`config.mk`:
```
export PLATFORM = sky130hd
export DESIGN_NAME = nrisc_data_arbiter
export DESIGN_NICKNAME = d
export VERILOG_FILES = /design/src/rtl/nrisc_data_arbiter.sv
export SDC_FILE = /design/constraint.sdc
export NUM_CORES = 1
export LEC_CHECK = 0
export CORE_MARGIN = 5
export CORE_UTILIZATION = 41
export CTS_CLUSTER_SIZE = 40
export DETAILED_ROUTE_END_ITERATION = 10
export GPL_ROUTABILITY_DRIVEN = 1
export PLACE_DENSITY = 0.92
export SLEW_MARGIN = 0
export SYNTH_ARGS = -nofsm -noshare
export SYNTH_HDL_FRONTEND = slang
export SYNTH_SLANG_ARGS = --single-unit
```
`constraint.sdc`:
```
create_clock -name clk -period 1.6 [get_ports clk]
set_input_delay 0.16 -clock clk [delete_from_list [all_inputs] [get_ports clk]]
set_output_delay 0.16 -clock clk [all_outputs]
set_load 0.01 [all_outputs]
```
`src/rtl/nrisc_data_arbiter.sv`:
```
`default_nettype none
// ============================================================================
// nrisc_data_arbiter : round-robin CPU/AUX arbiter and access sequencer for a
//                      single-port data memory with fixed read latency.
// Revision 1.0
// ============================================================================
module nrisc_data_arbiter #(
    parameter int ADDR_W  = 16,
    parameter int DATA_W  = 16,
    parameter int MEM_LAT = 2
) (
    input  logic              clk,
    input  logic              rst,
    input  logic              cpu_req,
    input  logic              cpu_we,
    input  logic [ADDR_W-1:0] cpu_addr,
    input  logic [DATA_W-1:0] cpu_wdata,
    output logic              cpu_gnt,
    output logic              cpu_rvalid,
    output logic [DATA_W-1:0] cpu_rdata,
    input  logic              aux_req,
    input  logic              aux_we,
    input  logic [ADDR_W-1:0] aux_addr,
    input  logic [DATA_W-1:0] aux_wdata,
    output logic              aux_gnt,
    output logic              aux_rvalid,
    output logic [DATA_W-1:0] aux_rdata,
    output logic              mem_en,
    output logic              mem_we,
    output logic [ADDR_W-1:0] mem_addr,
    output logic [DATA_W-1:0] mem_wdata,
    input  logic [DATA_W-1:0] mem_rdata,
    output logic              busy
);

    if ((MEM_LAT < 1) || (MEM_LAT > 8)) begin : g_bad_mem_lat
        $error("nrisc_data_arbiter: MEM_LAT must be in 1..8");
    end

    // WAIT covers the MEM_LAT-1 cycles after ISSUE; RESP is the cycle in
    // which mem_rdata is valid, so the registered rvalid lands at ISSUE+MEM_LAT+1.
    localparam logic [3:0] c_LAT_M1 = 4'(MEM_LAT - 1);

    typedef enum logic [1:0] {
        S_IDLE  = 2'd0,
        S_ISSUE = 2'd1,
        S_WAIT  = 2'd2,
        S_RESP  = 2'd3
    } state_t;

    state_t              r_state;
    state_t              w_next;
    logic [3:0]          r_cnt;
    logic                r_owner_aux;
    logic                r_last_aux;
    logic                r_cpu_gnt;
    logic                r_aux_gnt;
    logic                r_cpu_rvalid;
    logic                r_aux_rvalid;
    logic [DATA_W-1:0]   r_cpu_rdata;
    logic [DATA_W-1:0]   r_aux_rdata;
    logic                r_mem_en;
    logic                r_mem_we;
    logic [ADDR_W-1:0]   r_mem_addr;
    logic [DATA_W-1:0]   r_mem_wdata;
    logic                r_busy;
    logic                w_any_req;
    logic                w_pick_aux;

    assign w_any_req  = cpu_req | aux_req;
    assign w_pick_aux = aux_req & (~cpu_req | ~r_last_aux);

    always_comb begin
        w_next = r_state;
        case (r_state)
            S_IDLE:  if (w_any_req) w_next = S_ISSUE;
            S_ISSUE: begin
                if (r_mem_we)
                    w_next = S_IDLE;
                else if (c_LAT_M1 == 4'd0)
                    w_next = S_RESP;
                else
                    w_next = S_WAIT;
            end
            S_WAIT:  if (r_cnt == 4'd1) w_next = S_RESP;
            S_RESP:  w_next = S_IDLE;
            default: w_next = S_IDLE;
        endcase
    end

    always_ff @(posedge clk) begin
        if (rst) begin
            r_state      <= S_IDLE;
            r_cnt        <= 4'd0;
            r_owner_aux  <= 1'b0;
            r_last_aux   <= 1'b1;
            r_cpu_gnt    <= 1'b0;
            r_aux_gnt    <= 1'b0;
            r_cpu_rvalid <= 1'b0;
            r_aux_rvalid <= 1'b0;
            r_cpu_rdata  <= '0;
            r_aux_rdata  <= '0;
            r_mem_en     <= 1'b0;
            r_mem_we     <= 1'b0;
            r_mem_addr   <= '0;
            r_mem_wdata  <= '0;
            r_busy       <= 1'b0;
        end else begin
            r_state      <= w_next;
            r_busy       <= (w_next != S_IDLE);
            r_cpu_gnt    <= 1'b0;
            r_aux_gnt    <= 1'b0;
            r_cpu_rvalid <= 1'b0;
            r_aux_rvalid <= 1'b0;
            r_mem_en     <= 1'b0;
            r_mem_we     <= 1'b0;
            case (r_state)
                S_IDLE: begin
                    // mem_addr/mem_wdata double as the latched request fields.
                    if (w_any_req) begin
                        r_owner_aux <= w_pick_aux;
                        r_last_aux  <= w_pick_aux;
                        r_mem_en    <= 1'b1;
                        r_mem_we    <= w_pick_aux ? aux_we    : cpu_we;
                        r_mem_addr  <= w_pick_aux ? aux_addr  : cpu_addr;
                        r_mem_wdata <= w_pick_aux ? aux_wdata : cpu_wdata;
                        r_cpu_gnt   <= ~w_pick_aux;
                        r_aux_gnt   <= w_pick_aux;
                    end
                end
                S_ISSUE: begin
                    if (!r_mem_we) r_cnt <= c_LAT_M1;
                end
                S_WAIT: begin
                    r_cnt <= r_cnt - 4'd1;
                end
                S_RESP: begin
                    r_cnt <= 4'd0;
                    if (r_owner_aux) begin
                        r_aux_rdata  <= mem_rdata;
                        r_aux_rvalid <= 1'b1;
                    end else begin
                        r_cpu_rdata  <= mem_rdata;
                        r_cpu_rvalid <= 1'b1;
                    end
                end
                default: r_cnt <= 4'd0;
            endcase
        end
    end

    assign cpu_gnt    = r_cpu_gnt;
    assign aux_gnt    = r_aux_gnt;
    assign cpu_rvalid = r_cpu_rvalid;
    assign aux_rvalid = r_aux_rvalid;
    assign cpu_rdata  = r_cpu_rdata;
    assign aux_rdata  = r_aux_rdata;
    assign mem_en     = r_mem_en;
    assign mem_we     = r_mem_we;
    assign mem_addr   = r_mem_addr;
    assign mem_wdata  = r_mem_wdata;
    assign busy       = r_busy;

endmodule
`default_nettype wire

```
**Gate-type map**

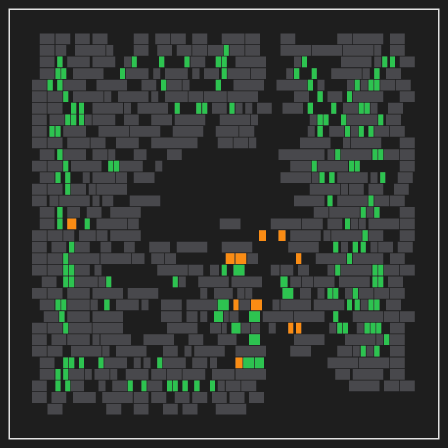
[green] NAND gates | cells: 141 | where: all over the die
[orange] NOR gates | cells: 11 | where: centre
logic share of the area: 0.3021
Post-Layout Cell Count: 647
Top cell excl fill/tap: clkdlybuf4s50_1

**Placement by cell class**

The bar under the picture is 20 microns long.
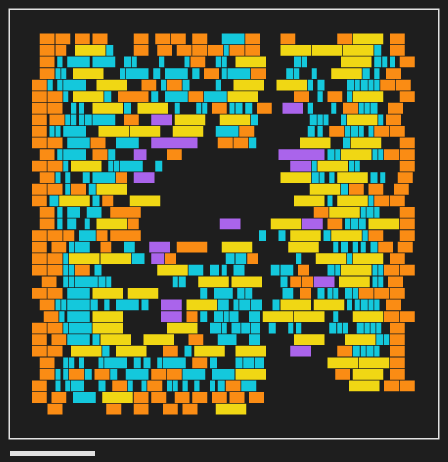
[yellow] flip-flops | cells: 79 | share of their area: 31%
[cyan] all other logic | cells: 275 | share of their area: 31%
[orange] other buffers and delay cells | cells: 173 | share of their area: 34%
[purple] clock drivers and dummy loads | cells: 15 | share of their area: 4.4%
flop share of the area: 0.2995
core area: 8093 sq um
Finished Cell Area: 5281 sq um

==> deck_impl_summary.md <==
Key Metrics from the Run

Die
  • FP Core Util: 0.4160
  • Rows: 33
  • Die H: 100.6 microns
  • Chip Width: 100.6 microns
  • DIE AREA: 10,120 sq um

CTS
  • CTS tree: done
  • CTS sink cnt: about 79
  • Latency at later pin: 0.34 ns
  • Register clock-pin slew on the reported worst setup and hold paths: 0.08 ns
  • H-tree Lvls: 3
  • Post-CTS Setup Inserts: 0
  • CTS Buf Count: 9
  • Root Buffer: clkbuf_8

Yosys
  • Yosys Warn Count: 0
  • Avg Inst Size Synth: 8.655 sq um
  • Sequential area share after synthesis: 0.4697
  • Synthesized Nets: 477
  • Yosys cell types: 31
  • Cells after Synth: 389
  • # Cells Yosys: 389
  • Synth Cell Area: 3367 sq um

Final timing
  • Layout Skew: 0.008061 ns
  • Max Slew Vio Count: 0
  • FMAX: between 600 and 700 MHz
  • RSZ-0062 raised after global routing: false
  • Max-slew headroom: 0.6600
  • Hold Fails Final Rpt: 0
  • WHS: ~0.18 ns

Route
  • # DRC: 0
  • ANT nets after route: 0
  • Initial DRT Pass Iterations: 4

Global route
  • Aggregate global routing overflow: 0
  • Initial antenna violation count: 0
  • Largest net degree at the start of global routing: 42

Placed design
  • DP Area: about 5000 sq um
  • Placer Congestion: 0.8875
  • Post-DP HPWL: 7.580 mm

Flow run
  • Count of tool warnings: 27

Critical path
  • Worst setup path start: r_state[0]
  • R2R Setup Slk: about 0.092 ns
  • Crit-path max FO: 16
  • Worst stage delay on the critical path: 0.53 ns
  • Worst path buffer plus inverter count: 0
  • Crit. End Element: flop
  • Worst Path Arrival: 1.69 ns
  • Worst Path Class, Setup: reg2reg
  • RR Startpoint: r_state[0]

Power
  • Comb power frac: 0.257
  • Power share of the clock group: 0.316
  • Register share of total power: 0.427
  • Switching Share: 0.2723
  • Sw Pwr: between 1000 and 1500 uW
  • Power Density: 993.9 nW/um^2

Worst hold path
  • Hold Path Origin: rst

Outcome
  • Outcome: finished clean

Cells and area
  • Area grow syn2layout: 56.86%
  • Ant diodes: 0
  • Number of nets in the layout: 626
  • Top cells excl fill/tap: 155 x clkdlybuf4s50_1, 131 x nand2_1, 79 x dfxtp_1
**Congestion heat map**

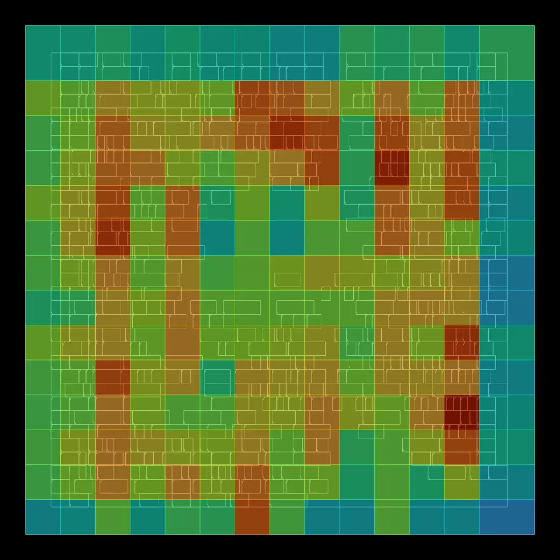
GR Util met3: 0.05467
busiest grt layer: met2
Total Routing Usage GR: 0.1940

**Signal wires by layer**

The bar under the picture is 20 microns long. Only two layers are drawn.
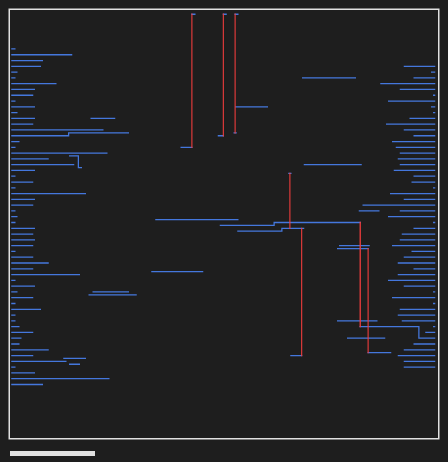
[blue] met3 | wire length: 922 microns
[red] met4 | wire length: 180 microns
routed wire length: 10.13 mm
routed length per instance: 15.66 microns
DR vias: 3,348

[sequential cells by signal, indices dropped and copies added (netlist names)]
name         cells
aux_gnt          1
aux_rdata       16
aux_rvalid       1
busy             1
cpu_gnt          1
cpu_rdata       16
cpu_rvalid       1
mem_addr        16
mem_en           1
mem_wdata       16
mem_we           1
r_cnt            4
r_last_aux       1
r_owner_aux      1
r_state          2
[worst paths after layout]
| check | to | cells after the start |
|---|---|---|
| worst max register to register | mem_wdata[8] | 3 |
| worst min-delay path | aux_rvalid | 2 |
| worst min register to register | aux_rdata[6] | 2 |
| worst max-delay path | mem_wdata[8] | 3 |
[through the flow]
step | worst slack (ns) | instances
after floorplan | 0.3092 | 389
after global placement | 0.005149 | 631
after detailed placement | -0.1119 | 631
after CTS | 0.08125 | 646
after global routing | 0.03586 | 647
final | 0.09161 | 647
[power groups by stage]
stage	Combinational (uW)	Clock [uW]	Sequential [uW]
final	1350	1660	2240
after global routing	1450	1790	2260
after CTS	1350	1700	2240
after detailed placement	1340	0	2280
after global placement	1300	0	2280
after floorplan	646	0	2330
[logic make-up after synthesis]
logic type | count (synthesis) | synth area share
adder cells (fa/ha/maj) | 2 | 0.007431
buffers and inverters | 38 | 0.05946
flip-flops | 79 | 0.4697
AND-OR/OR-AND | 110 | 0.2631
multiplexers | 1 | 0.002973
AND/OR/NAND/NOR | 159 | 0.1973
[cell type report]
type | instances | area [sq um]
repair buffers | 173 | 1737
clock buffers | 11 | 151.4
flip-flops and latches | 79 | 1582
inverters | 2 | 7.507
clock inverters | 4 | 77.57
multi-input cells | 273 | 1595
well taps | 105 | 131.4
fillers | 674 | 2811
[cell usage after synthesis]
cell,number,area [sq um]
or3_1,2,12.51
nor2_1,5,18.77
and3b_1,1,8.760
nor3_1,3,15.01
a311oi_2,30,450.4
ha_1,2,25.02
a21oi_1,71,355.3
nand3b_1,6,45.04
or2_2,1,6.260
nand2b_1,3,18.77
buf_4,2,15.01
and2_4,1,8.760
a21bo_2,2,20.02
nand2_1,131,491.7
clkbuf_1,19,71.32
buf_2,10,50.05
nor3b_1,2,15.01
inv_1,2,7.510
a21boi_2,1,11.26
a31oi_1,1,6.260
dfxtp_1,79,1582
or2_1,1,6.260
nor2b_1,1,6.260
mux2i_1,1,10.01
nand3_1,1,5.000
and3_1,1,6.260
a21o_1,1,7.510
a221o_1,1,10.01
o21a_1,1,7.510
a311oi_1,2,17.52
buf_6,5,56.30
[routing by layer]
layer | wire (microns) | vias to the layer above | track usage
met5 | 0 | - | 0
met4 | 179 | 0 | 0.07668
met1 | 4244 | 1541 | 0.2409
li1 | - | 1635 | -
met3 | 921 | 14 | 0.05467
met2 | 4788 | 158 | 0.3170
Power and IR drop assume default switching activity.
